### Signal wires on met1, run 1

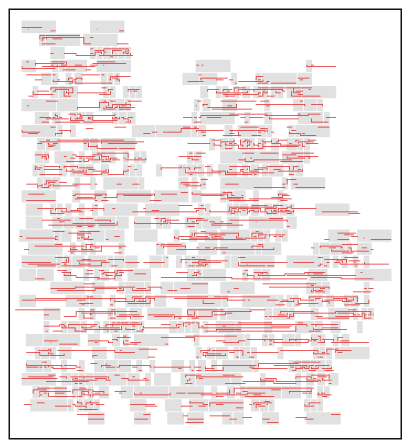
### The metal 2 layer, run 1

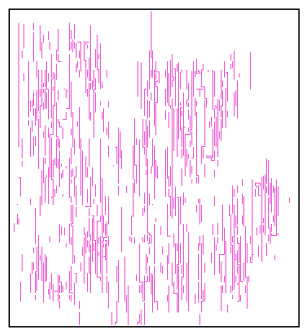
### Signal wires on met3, run 1

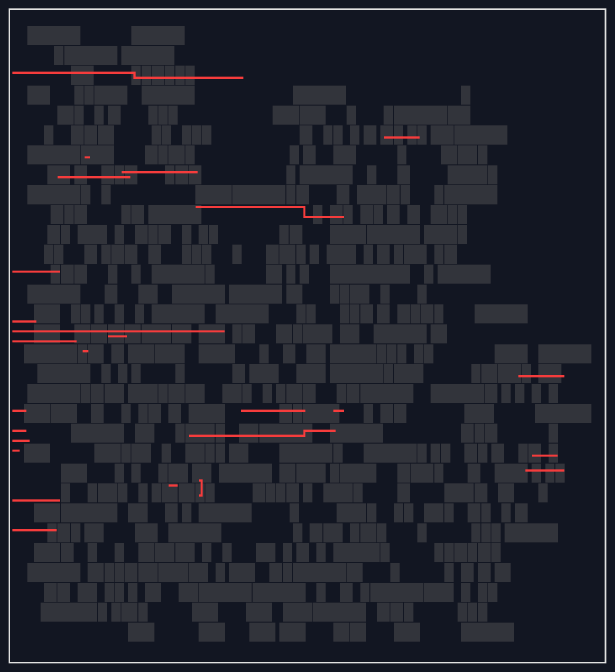
<file path="config.mk">
export PLATFORM = sky130hd
export DESIGN_NAME = skill_scheduler
export DESIGN_NICKNAME = d
export VERILOG_FILES = /design/src/rtl/skill_pkg.sv /design/src/rtl/skill_timer.sv /design/src/rtl/skill_scheduler.sv
export SDC_FILE = /design/constraint.sdc
export NUM_CORES = 1
export LEC_CHECK = 0
export ABC_AREA = 1
export CELL_PAD_IN_SITES_DETAIL_PLACEMENT = 0
export CELL_PAD_IN_SITES_GLOBAL_PLACEMENT = 1
export CORE_ASPECT_RATIO = 1.1
export CORE_MARGIN = 1.5
export CORE_UTILIZATION = 42
export CTS_CLUSTER_DIAMETER = 80
export DETAILED_ROUTE_END_ITERATION = 10
export PLACE_DENSITY = 0.9
export SLEW_MARGIN = 20
export SYNTH_ARGS = -nofsm -noshare
export SYNTH_HDL_FRONTEND = slang
export SYNTH_HIERARCHICAL = 1
export SYNTH_SLANG_ARGS = --single-unit
</file>
<file path="constraint.sdc">
create_clock -name clk -period 1.6 [get_ports clk]
set_input_delay 0.16 -clock clk [delete_from_list [all_inputs] [get_ports clk]]
set_output_delay 0.16 -clock clk [all_outputs]
set_load 0.02 [all_outputs]
</file>
<file path="src/rtl/skill_pkg.sv">
// Shared definitions for the skill scheduler slice.
// Holds skill index constants, the per-skill state encoding and the
// fixed-priority pick used by the arbiter.
package skill_pkg;

    localparam int unsigned NUM_SKILLS = 3;

    localparam int unsigned SK_J = 0;
    localparam int unsigned SK_K = 1;
    localparam int unsigned SK_L = 2;

    typedef enum logic [1:0] {
        ST_IDLE   = 2'd0,
        ST_ACTIVE = 2'd1,
        ST_COOL   = 2'd2
    } skill_state_e;

    // Keeps only the lowest set bit: J (bit 0) beats K beats L.
    function automatic logic [NUM_SKILLS-1:0] pick_first(input logic [NUM_SKILLS-1:0] v);
        return v & (~v + NUM_SKILLS'(1));
    endfunction

endpackage

</file>
<file path="src/rtl/skill_timer.sv">
// One skill's IDLE/ACTIVE/COOL state machine and tick counter.
// Ports:
//   clk, rst  - system clock, synchronous active-high reset
//   tick      - game-tick enable; the counter only moves on tick
//   start     - grant pulse from the arbiter (only honoured in IDLE)
//   abort     - forces IDLE and clears the counter on the next edge
//   active    - registered: skill in effect
//   cooling   - registered: skill in cooldown
//   idle      - registered: skill may be granted
module skill_timer
    import skill_pkg::*;
#(
    parameter int unsigned DUR_TICKS = 64,
    parameter int unsigned CD_TICKS  = 16,
    parameter int unsigned TW        = 8
) (
    input  logic clk,
    input  logic rst,
    input  logic tick,
    input  logic start,
    input  logic abort,
    output logic active,
    output logic cooling,
    output logic idle
);

    skill_state_e  r_state;
    logic [TW-1:0] r_cnt;

    // A tick seen with the counter at 1 is the tick that takes it to 0,
    // so the state change lands on that same edge.
    always_ff @(posedge clk) begin
        if (rst || abort) begin
            r_state <= ST_IDLE;
            r_cnt   <= '0;
            active  <= 1'b0;
            cooling <= 1'b0;
            idle    <= 1'b1;
        end else begin
            case (r_state)
                ST_IDLE: begin
                    if (start) begin
                        r_state <= ST_ACTIVE;
                        r_cnt   <= TW'(DUR_TICKS);
                        active  <= 1'b1;
                        idle    <= 1'b0;
                    end
                end
                ST_ACTIVE: begin
                    if (tick) begin
                        if (r_cnt <= TW'(1)) begin
                            active <= 1'b0;
                            if (CD_TICKS == 0) begin
                                r_state <= ST_IDLE;
                                r_cnt   <= '0;
                                idle    <= 1'b1;
                            end else begin
                                r_state <= ST_COOL;
                                r_cnt   <= TW'(CD_TICKS);
                                cooling <= 1'b1;
                            end
                        end else begin
                            r_cnt <= r_cnt - TW'(1);
                        end
                    end
                end
                ST_COOL: begin
                    if (tick) begin
                        if (r_cnt <= TW'(1)) begin
                            r_state <= ST_IDLE;
                            r_cnt   <= '0;
                            cooling <= 1'b0;
                            idle    <= 1'b1;
                        end else begin
                            r_cnt <= r_cnt - TW'(1);
                        end
                    end
                end
                default: begin
                    r_state <= ST_IDLE;
                    r_cnt   <= '0;
                    active  <= 1'b0;
                    cooling <= 1'b0;
                    idle    <= 1'b1;
                end
            endcase
        end
    end

endmodule

</file>
<file path="src/rtl/skill_scheduler.sv">
// Skill arbiter for the J/K/L player skills.
// Ports:
//   clk, rst     - system clock, synchronous active-high reset
//   tick         - game-tick enable for all skill timers
//   game_active  - high during play; low aborts every skill
//   req[2:0]     - request pulses, bit0 = J, bit1 = K, bit2 = L
//   refill       - returns one skill point (saturating)
//   grant[2:0]   - one-hot pulse for the accepted request
//   deny         - pulse when any request bit was rejected
//   active[2:0]  - skill in effect
//   cooling[2:0] - skill in cooldown
//   points[1:0]  - remaining skill points
module skill_scheduler
    import skill_pkg::*;
#(
    parameter int unsigned MAX_POINTS = 3,
    parameter int unsigned DUR_TICKS  = 64,
    parameter int unsigned CD_TICKS   = 16,
    parameter int unsigned TW         = 8
) (
    input  logic                  clk,
    input  logic                  rst,
    input  logic                  tick,
    input  logic                  game_active,
    input  logic [NUM_SKILLS-1:0] req,
    input  logic                  refill,
    output logic [NUM_SKILLS-1:0] grant,
    output logic                  deny,
    output logic [NUM_SKILLS-1:0] active,
    output logic [NUM_SKILLS-1:0] cooling,
    output logic [1:0]            points
);

    logic [NUM_SKILLS-1:0] w_idle;
    logic [NUM_SKILLS-1:0] w_elig;
    logic [NUM_SKILLS-1:0] w_grant;
    logic                  w_abort;

    logic [NUM_SKILLS-1:0] r_grant;
    logic                  r_deny;
    logic [1:0]            r_points;

    assign w_abort = !game_active;

    always_comb begin
        w_elig = '0;
        if (game_active && (r_points != 2'd0)) begin
            w_elig = req & w_idle;
        end
        w_grant = pick_first(w_elig);
    end

    for (genvar gi = 0; gi < NUM_SKILLS; gi++) begin : g_timer
        skill_timer #(
            .DUR_TICKS (DUR_TICKS),
            .CD_TICKS  (CD_TICKS),
            .TW        (TW)
        ) u_timer (
            .clk     (clk),
            .rst     (rst),
            .tick    (tick),
            .start   (w_grant[gi]),
            .abort   (w_abort),
            .active  (active[gi]),
            .cooling (cooling[gi]),
            .idle    (w_idle[gi])
        );
    end

    always_ff @(posedge clk) begin
        if (rst) begin
            r_grant  <= '0;
            r_deny   <= 1'b0;
            r_points <= 2'(MAX_POINTS);
        end else begin
            r_grant <= w_grant;
            r_deny  <= |(req & ~w_grant);
            // Grant plus refill in one cycle cancel out; a grant implies points > 0.
            case ({|w_grant, refill})
                2'b10:   r_points <= r_points - 2'd1;
                2'b01: begin
                    if (r_points < 2'(MAX_POINTS)) begin
                        r_points <= r_points + 2'd1;
                    end
                end
                default: r_points <= r_points;
            endcase
        end
    end

    assign grant  = r_grant;
    assign deny   = r_deny;
    assign points = r_points;

endmodule

</file>
==> flow_summary.html, run 1 <==
<p>Metrics extracted from the flow reports.</p>
<table>
<tr><th>Metric</th><th>Value</th></tr>
<tr><th colspan="2">Placement</th></tr>
<tr><td>Instance area at placement</td><td>roughly 3300 µm²</td></tr>
<tr><td>RD Place Congestion</td><td>0.851</td></tr>
<tr><th colspan="2">Drt</th></tr>
<tr><td>DR pass1 iterations</td><td>4</td></tr>
<tr><td>Via-per-instance ratio</td><td>4.88</td></tr>
<tr><td>Detailed router's first-iteration violation count</td><td>around 110</td></tr>
<tr><th colspan="2">Synthesis</th></tr>
<tr><td>Post-synthesis register bit count</td><td>about 45</td></tr>
<tr><td>Arithmetic-cell share of the synthesized area counting full adders, half adders and majority gates</td><td>0.0265</td></tr>
<tr><td>Distinct lib cells used</td><td>28</td></tr>
<tr><td>Most instantiated library cell after synthesis</td><td>sky130_fd_sc_hd__nand2_1</td></tr>
<tr><td>Yosys cell count</td><td>417</td></tr>
<tr><th colspan="2">Cells and area</th></tr>
<tr><td>Fraction of final layout cells with drive strength greater than 1</td><td>0.227</td></tr>
<tr><td>Final design utilization</td><td>0.528</td></tr>
<tr><th colspan="2">Clock tree</th></tr>
<tr><td>Clock-pin slew of the registers on the worst-case setup and hold paths</td><td>about 0.090 ns</td></tr>
<tr><th colspan="2">Timing</th></tr>
<tr><td>Number of setup violations in the final report</td><td>0</td></tr>
<tr><th colspan="2">Outcome</th></tr>
<tr><td>Result of the run</td><td>finished clean</td></tr>
<tr><th colspan="2">Global route</th></tr>
<tr><td>Number of antenna violations at the first check in global routing</td><td>0</td></tr>
<tr><td>Number of global-route vias before repair</td><td>around 2.6k</td></tr>
<tr><td>Pin count of the biggest net entering global routing</td><td>14</td></tr>
<tr><th colspan="2">Floorplanning</th></tr>
<tr><td>Y dimension of the die</td><td>just under 90 µm</td></tr>
<tr><td>Die area</td><td>slightly above 7000 µm²</td></tr>
<tr><td>Core utilization before placement</td><td>0.433</td></tr>
<tr><th colspan="2">Critical path</th></tr>
<tr><td>Reg2reg end</td><td>g_timer[2].u_timer/r_cnt[7]$_SDFFE_PP0P_</td></tr>
<tr><td>Category of the worst setup path capture point</td><td>output port</td></tr>
</table>
Notes on 'Signal wires on met1' above:
The longest straight run is 21.6 µm. 445 nets have wire on it. The layer carries 2850 µm of wire.
post-detailed-routing wire length: 6230 µm
total number of vias: 2681
met1 Track Usage GR: 0.208

Notes on 'The metal 2 layer' above:
The layer holds 50% of the routed length. The longest straight run is 35.0 µm. The wires run mostly vertical. 375 nets have wire on it. The layer carries 3080 µm of wire.
fraction of met2 tracks used by global routing: 0.340

Notes on 'Signal wires on met3' above:
The layer holds 3.1% of the routed length. The longest straight run is 28.8 µm. 22 nets have wire on it. The layer carries 193 µm of wire.
met3 Resource Use GR: 0.0398

[run 1: report_power, final]
part	switching, mW	leakage [nW]	internal (mW)
Sequential	0.0401	0.365	1.17
Combinational	0.473	1.19	0.317
Clock	0.406	0.0585	0.510
[run 1: cell type report]
| cell class | count | share of cell area |
|---|---|---|
| inverter | 58 | 0.0629 |
| multi-input combinational | 314 | 0.504 |
| timing repair buffer | 42 | 0.108 |
| clock inverter | 1 | 0.00868 |
| sequential | 45 | 0.261 |
| tap | 82 | 0.0296 |
| clock buffer | 7 | 0.0249 |
[run 1: worst min-delay path by stage]
stage	start	endpoint	slack, ns	depth (start not counted)
3_5_place_dp	g_timer[1].u_timer/idle$_SDFFE_PP1P_	g_timer[1].u_timer/idle$_SDFFE_PP1P_	0.45	2
5_1_grt	req[0]	deny$_SDFF_PP0_	0.49	3
2_1_floorplan	rst	deny$_SDFF_PP0_	0.23	1
6_report	g_timer[1].u_timer/cooling$_SDFFE_PP0P_	g_timer[1].u_timer/cooling$_SDFFE_PP0P_	0.47	2
4_1_cts	req[0]	deny$_SDFF_PP0_	0.46	3
3_3_place_gp	g_timer[1].u_timer/idle$_SDFFE_PP1P_	g_timer[1].u_timer/idle$_SDFFE_PP1P_	0.45	2
[run 1: worst max-delay path: stages, from the launching register on]
cell                              delay, ns
sky130_fd_sc_hd__dfxtp_2               0.34
sky130_fd_sc_hd__buf_4                 0.12
sky130_fd_sc_hd__clkdlybuf4s50_1       0.59
[run 1: per-layer routing]
| metal | share of wire | up-vias | global-route usage |
|---|---|---|---|
| li1 | - | 1422 | - |
| met1 | 0.46 | 1217 | 0.208 |
| met2 | 0.50 | 36 | 0.340 |
| met3 | 0.031 | 6 | 0.0398 |
| met4 | 0.016 | 0 | 0.0705 |
| met5 | 0 | - | 0 |
### Track usage over the die, run 1

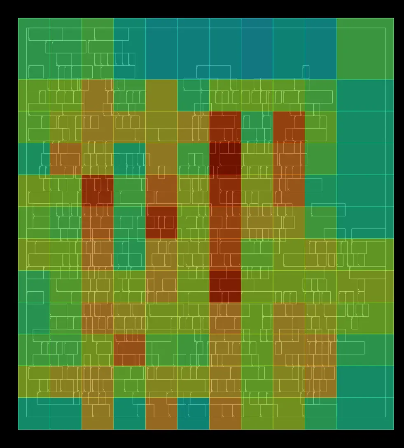

==> run 2: changes to the inputs <==
CELL_PAD_IN_SITES_DETAIL_PLACEMENT = 1   (was 0)
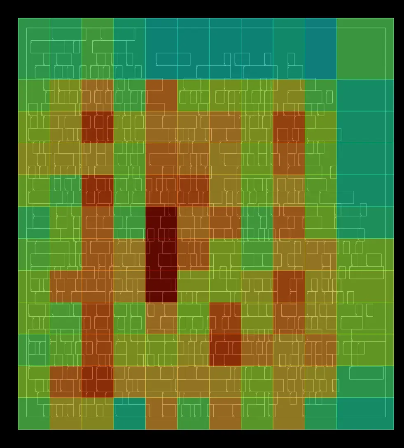
*Track usage over the die, run 2*
Overall Global Routing Usage: 0.229
drt wl/cell: 14.5 µm
grt peak-use layer: met2

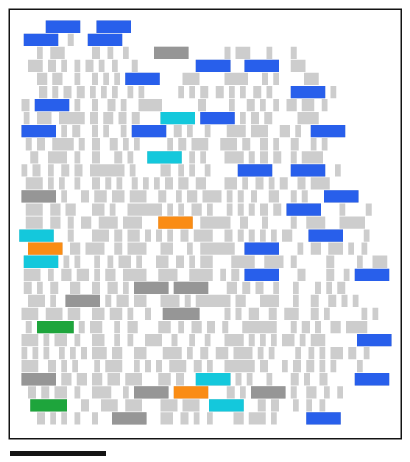
*Where the registers sit, run 2*
The bar under the picture is 20 µm long. Other sequential cells in the stronger grey, the rest of the logic in the fainter grey.
Blue shows `g_timer.u_timer/r_cnt`, flops 24, where spread over the die. Green shows `points`, flops 2. Orange shows `g_timer.u_timer/active`, flops 3. Cyan shows `g_timer.u_timer/r_state`, flops 6.
Another 10 sequential cells are not coloured.
register fraction of the total cell area: 0.263
power of the sequential group: 1.21 mW

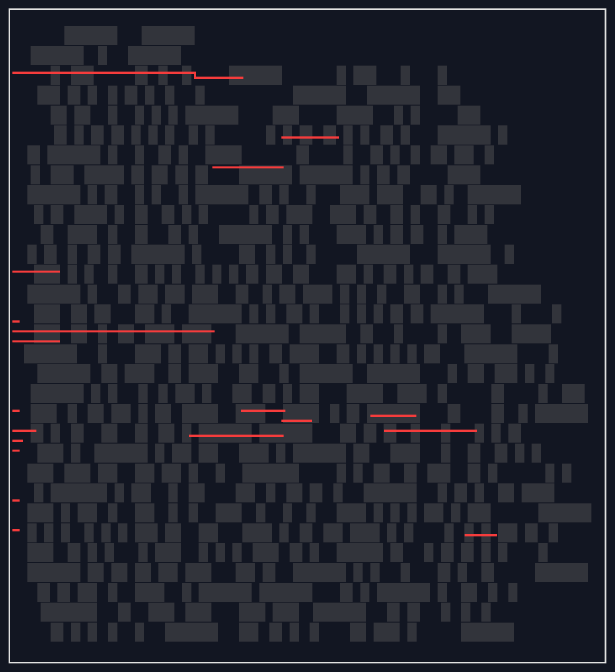
*Signal wires on met3, run 2*
15 nets have wire on it. The wires run mostly horizontal. The longest straight run is 27.4 µm. The layer carries 141 µm of wire. The layer holds 1.8% of the routed length.
post-detailed-routing wire length: 7920 µm
total number of vias: 2749

==> flow_summary.html, run 2 <==
<p>Metrics extracted from the flow reports.</p>
<table>
<tr><th>Metric</th><th>Value</th></tr>
<tr><th colspan="2">Outcome</th></tr>
<tr><td>Result of the run</td><td>finished clean</td></tr>
<tr><th colspan="2">Drt</th></tr>
<tr><td>Antenna-violating nets left</td><td>0</td></tr>
<tr><td>Top metal layer carrying routed signals</td><td>met4</td></tr>
<tr><td>Detail Route met3 WL</td><td>around 140 µm</td></tr>
<tr><td>Post-Route M1 WL</td><td>about 3300 µm</td></tr>
<tr><td>Via-per-instance ratio</td><td>roughly 5</td></tr>
<tr><td>DR pass1 iterations</td><td>4</td></tr>
<tr><td>Detailed router's first-iteration violation count</td><td>around 47</td></tr>
<tr><td>Met2 wire length</td><td>roughly 4400 µm</td></tr>
<tr><th colspan="2">Critical path</th></tr>
<tr><td>Category of the worst setup path capture point</td><td>register</td></tr>
<tr><td>Slowest-stage cell, CP</td><td>sky130_fd_sc_hd__clkdlybuf4s50_1</td></tr>
<tr><td>Dominant cell type by count on the critical path</td><td>sky130_fd_sc_hd__nand2_4</td></tr>
<tr><td>Delay-heaviest family, CP</td><td>simple AND/OR/NAND/NOR gates</td></tr>
<tr><td>Slowest stage delay, CP</td><td>roughly 0.47 ns</td></tr>
<tr><td>Cell chain of the critical path</td><td>clkdlybuf4s50_1 -&gt; inv_1 -&gt; nor2_4 -&gt; nand4_1 -&gt; inv_2 -&gt; inv_2 -&gt; nand2_4 -&gt; nand2_8 -&gt; nor2_8 -&gt; nand2_4 -&gt; nand2_4 -&gt; nor2_1</td></tr>
<tr><td>Worst path buffer plus inverter count</td><td>4</td></tr>
<tr><td>Critical Setup Path Class</td><td>input port to register</td></tr>
<tr><th colspan="2">Clock tree</th></tr>
<tr><td>Clock-pin slew of the registers on the worst-case setup and hold paths</td><td>approximately 0.08 ns</td></tr>
<tr><td>Clock sink count</td><td>45</td></tr>
<tr><td>Cts hold-fix bufs</td><td>0</td></tr>
<tr><td>CTS tree</td><td>done</td></tr>
<tr><td>Library cell used as clock root buffer</td><td>sky130_fd_sc_hd__clkbuf_8</td></tr>
<tr><td>Resized cells post-CTS</td><td>0</td></tr>
<tr><th colspan="2">Global route</th></tr>
<tr><td>Met1 Track Usage GR</td><td>0.239</td></tr>
<tr><td>Pin count of the biggest net entering global routing</td><td>13</td></tr>
<tr><td>Wire length of the first global-routing pass</td><td>about 13000 µm</td></tr>
<tr><td>Number of global-route vias before repair</td><td>between 2k and 3k</td></tr>
<tr><td>Met3 Resource Use GR</td><td>0.0378</td></tr>
<tr><td>Fraction of met2 tracks used by global routing</td><td>0.461</td></tr>
<tr><td>Number of antenna violations at the first check in global routing</td><td>0</td></tr>
<tr><th colspan="2">Cells and area</th></tr>
<tr><td>Final design utilization</td><td>0.525</td></tr>
<tr><td>Most frequently placed logic cell in the final layout</td><td>sky130_fd_sc_hd__nand2_1</td></tr>
<tr><td>Registers with the most flip-flops</td><td>g_timer.u_timer/r_cnt (24), g_timer.u_timer/r_state (6)</td></tr>
<tr><td>Fraction of final layout cells with drive strength greater than 1</td><td>0.254</td></tr>
<tr><th colspan="2">Floorplanning</th></tr>
<tr><td>Core box area</td><td>6560 µm²</td></tr>
<tr><td>Die area</td><td>approximately 7300 µm²</td></tr>
<tr><td>Y dimension of the die</td><td>89.2 µm</td></tr>
<tr><td>Core utilization before placement</td><td>0.433</td></tr>
<tr><th colspan="2">Synthesis</th></tr>
<tr><td>Synth top area share</td><td>0.318</td></tr>
<tr><td>Yosys cell count</td><td>417</td></tr>
<tr><td>Post-synthesis register bit count</td><td>~45</td></tr>
<tr><td>Top cell type by total area after synthesis</td><td>sky130_fd_sc_hd__dfxtp_1</td></tr>
<tr><td>Distinct lib cells used</td><td>28</td></tr>
<tr><td>Top_reg_cell synth</td><td>sky130_fd_sc_hd__dfxtp_1</td></tr>
<tr><td>Top post-synthesis cells by count</td><td>sky130_fd_sc_hd__nand2_1 (103), sky130_fd_sc_hd__nand3_1 (56), sky130_fd_sc_hd__dfxtp_1 (45)</td></tr>
<tr><th colspan="2">Placement</th></tr>
<tr><td>RD Place Congestion</td><td>roughly 0.85</td></tr>
<tr><th colspan="2">Timing</th></tr>
<tr><td>Peak Freq</td><td>about 640 MHz</td></tr>
<tr><td>Number of setup violations in the final report</td><td>0</td></tr>
<tr><td>Worst Hold Margin</td><td>about 0.47 ns</td></tr>
</table>
[run 2: stage by stage]
| stage | cell area (µm²) | setup slack (ns) |
|---|---|---|
| final | 3440 | 0.0336 |
| after global routing | 3440 | -0.0477 |
| after CTS | 3360 | 0.0447 |
| after detailed placement | 3280 | -0.247 |
| after global placement | 3280 | -0.181 |
| after floorplan | 2840 | 0.00872 |
[run 2: logic make-up after synthesis]
logic type                 share of synthesized area
and+or+nand+nor                                0.481
buffers and inverters                         0.0821
DFF                                            0.318
AOI/OAI and AO/OA                             0.0830
adders and majority gates                     0.0265
xor gates and xnor gates                     0.00927
[run 2: layout make-up]
| class | count | area, µm² |
|---|---|---|
| well taps | 82 | 103 |
| multi-input cells | 313 | 1760 |
| clock buffers | 5 | 68.8 |
| flip-flops and latches | 45 | 905 |
| repair buffers | 43 | 387 |
| fillers | 875 | 3110 |
| inverters | 58 | 218 |
| clock inverters | 1 | 5.00 |
[run 2: where the power goes]
group	total (mW)	internal [mW]	leakage (nW)	switching [mW]
Clock	0.674	0.288	0.0399	0.386
Combinational	0.836	0.323	1.19	0.513
Sequential	1.21	1.17	0.365	0.0439
[run 2: final timing paths]
kind / startpoint / to / slack [ns] / cells after the start
worst max-delay path: game_active / g_timer[2].u_timer/r_cnt[3]$_SDFFE_PP0P_ / 0.03 / 12
worst min-delay path: g_timer[0].u_timer/cooling$_SDFFE_PP0P_ / g_timer[0].u_timer/cooling$_SDFFE_PP0P_ / 0.47 / 2
worst max register to register: points[1]$_SDFFE_PP1P_ / g_timer[2].u_timer/r_cnt[3]$_SDFFE_PP0P_ / 0.05 / 11
worst min register to register: g_timer[0].u_timer/cooling$_SDFFE_PP0P_ / g_timer[0].u_timer/cooling$_SDFFE_PP0P_ / 0.47 / 2
Power figures rest on the tool's default switching activity, not on a simulated workload.
